Figure 1. Metal 3 (run 1).
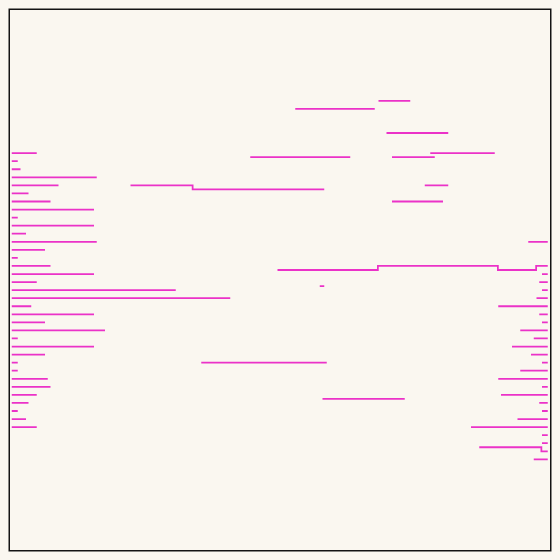
Figure 2. Wiring by layer (run 1).
The bar under the picture is 20 µm long. Two of the layers only.
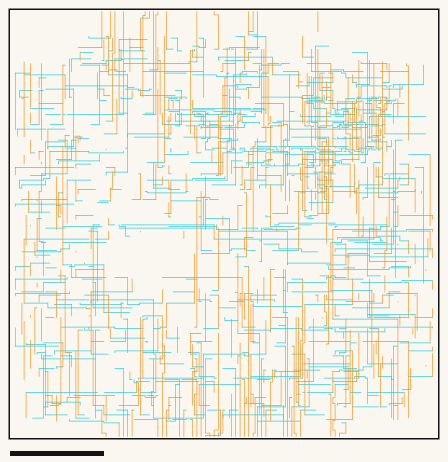
Figure 3. Floorplan with the power grid (run 1).
The bar under the picture is 20 µm long. Pins as bars on the die edge.
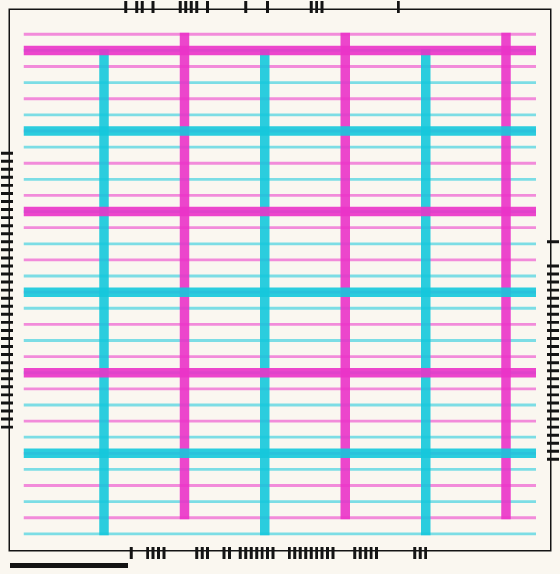
Figure 4. Clock nets (run 1).
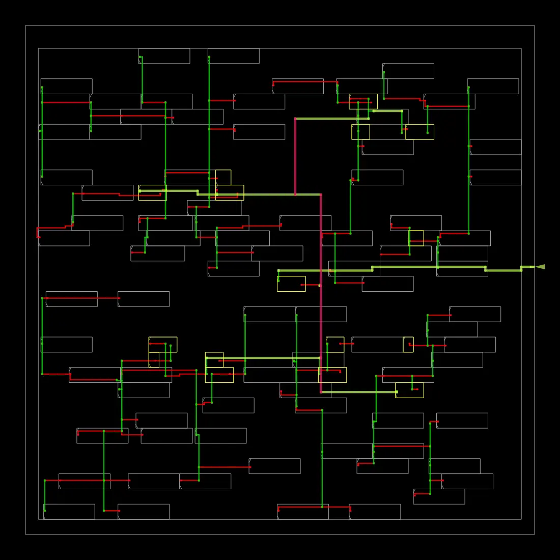
==> config.mk <==
export PLATFORM = sky130hd
export DESIGN_NAME = emib_host_if
export DESIGN_NICKNAME = d
export VERILOG_FILES = /design/src/rtl/emib_host_if.sv
export SDC_FILE = /design/constraint.sdc
export NUM_CORES = 1
export LEC_CHECK = 0
export ABC_CLOCK_PERIOD_IN_PS = 2300
export CORE_MARGIN = 2
export CORE_UTILIZATION = 45
export DETAILED_ROUTE_END_ITERATION = 6
export PLACE_DENSITY = 0.78
export SLEW_MARGIN = 20
export SYNTH_ARGS = -nofsm -noshare
export SYNTH_HDL_FRONTEND = slang
export SYNTH_SLANG_ARGS = --single-unit
==> constraint.sdc <==
create_clock -name i_clk -period 2.3 [get_ports i_clk]
set_input_delay 0.69 -clock i_clk [delete_from_list [all_inputs] [get_ports i_clk]]
set_output_delay 0.69 -clock i_clk [all_outputs]
set_load 0.03 [all_outputs]
==> flow_summary_export.csv, run 1 <==
group,metric,value,unit
status,outcome,"complete, no violations",
final_layout,comb_area,1250,µm²
pwr,p_clk_share,13.5,%
final_timing,finClkSkew,0.00763,ns
setup_path,required,1.61,ns
grt,busiest_layer,"met2",
pwr,cell_internal_pwr,4.14,mW
setup_path,critical_path.max_stage_delay,0.40,ns
final_layout,n_antenna_cell,0,
final_layout,area_growth,39.7,%
logic_synthesis,ys_cells,235,
final_timing,clock.fmax,449,MHz
route,top_layer,"met4",
final_timing,setup_viol,0,
final_layout,clock_cell_area_share,3.67,%
pwr,power.density,1450,nW/µm²
cts,cts_setup_buffers,0,
final_timing,slew_headroom,65.1,%
setup_path,cp.arrival,1.54,ns
cts,clockRootBuffer,"clkbuf_8",
pwr,power_leakage,2.09,nW
About Figure 1:
longest straight run: 36.6 µm
share of all routed wire: 7.5%
main direction: horizontal
wire length on this layer: 534 µm
nets with wire on the layer: 67
DRT Wirelength: 7.12 mm
DR vias: 2,304
GR Layer Usage met3: 7.47%

About Figure 2:
legend:
  orange:
    layer: metal 2
    wire_length: 3,610 µm
  cyan:
    layer: metal 1
    wire_length: 2,920 µm
DR WL/cell: 15.6 µm
GRT Total Usage: 18.1%

About Figure 3:
legend:
  cyan:
    net: VSS
  magenta:
    net: VDD
rows: 31
met1 rails: 32
met5 straps: 6
Die X: 91.1 µm
Max IR drop VDD: 0.817 mV
Core ar.: 7290 µm²
Die H: 91.1 µm

About Figure 4:
clock sinks: 82
flop count: 82
CTS buffer count: 9
layout clock buffer count: 9
Latency at later pin: 0.35 ns

Figure 5. Metal 2 (run 1).
The bar under the picture is 20 µm long.
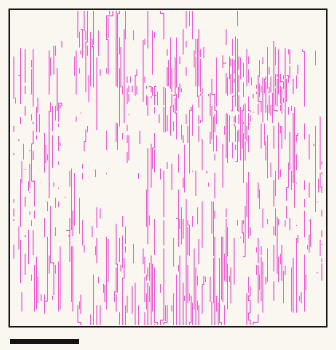

==> run 2, diff against run 1 <==
Settings changed: PLACE_DENSITY 0.78 to 0.84.
Figure 6. Metal 2 (run 2).
The bar under the picture is 20 µm long.
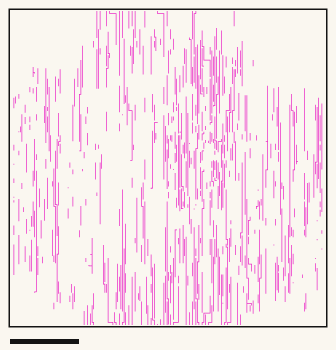
nets with wire on the layer: 373
share of all routed wire: 49%
wire length on this layer: 3,450 µm
longest straight run: 38.1 µm
GRT met2 Usage: 28.8%
DRT Wirelength: 6.99 mm

Figure 7. Clock nets (run 2).
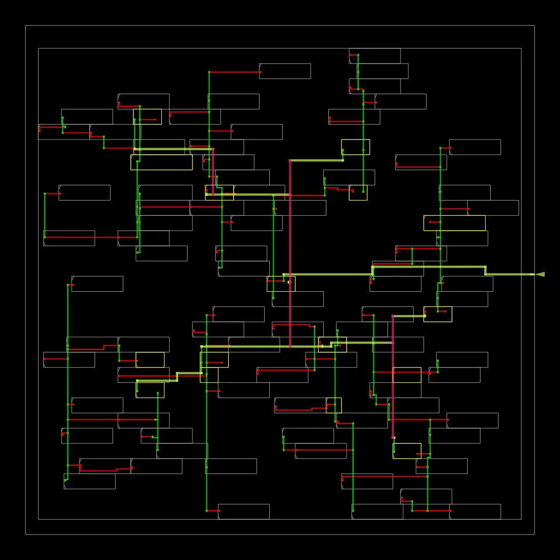
clock network power: 1.19 mW
Setup Skew: 0.00670 ns
layout clock buffer count: 11

==> flow_summary_export.csv, run 2 <==
group,metric,value,unit
setup_path,cp.arrival,1.49,ns
pwr,power.density,1490,nW/µm²
cts,insertion_delay,0.35,ns
setup_path,endpoint_kind,"output port",
final_layout,n_antenna_cell,0,
setup_path,startpoint_type,"flip-flop",
status,outcome,"complete, no violations",
die,dieHeight,91.1,µm
pwr,p_clk_share,16.6,%
grt,met3_usage,7.22,%
grt,gr-total-overflow,0,
pwr,power_leakage,2.12,nW
logic_synthesis,ys_cells,235,
final_timing,slew_headroom,63.4,%
route,top_layer,"met4",
pwr,cell_internal_pwr,4.41,mW
final_layout,seqCellArea,2060,µm²
cts,cts_resized,3,
final_layout,clock_cell_area_share,4.89,%
cts,clockRootBuffer,"clkbuf_8",
grt,grt_usage,18.2,%
cts,cts_buffers,9,
pwr,ir_drop,0.742,mV
logic_synthesis,common_cells,"dfrtp_1, mux2_2, mux2_4",
grt,grt_antenna_before_repair,0,
logic_synthesis,ys_top_logic_family,"multiplexers",
final_layout,area_growth,41.5,%
cts,cts_buffer_depth,2,
final_layout,fin_nets,403,
cts,cts_setup_buffers,0,
cts,htreeDepth,3,
final_timing,clock.fmax,458,MHz
final_layout,flops,82,
route,postRouteAntennaNets,0,
setup_path,required,1.61,ns
logic_synthesis,synthDistinctLibCells,40,
grt,busiest_layer,"met2",
final_timing,setup_viol,0,
setup_path,r2r_setup_slack,0.39,ns
die,die_width,91.1,µm
route,wl_per_cell,15.3,µm
logic_synthesis,synth-compound-area-share,5.09,%
cts,cts.sinks,82,
setup_path,critical_path.max_stage_delay,0.43,ns
logic_synthesis,ys_warn_count,0,
final_layout,comb_area,1250,µm²
pwr,power_combinational,3.57,mW
die,coreArea,7290,µm²
route,vias,2267,
Power and IR drop assume default switching activity.
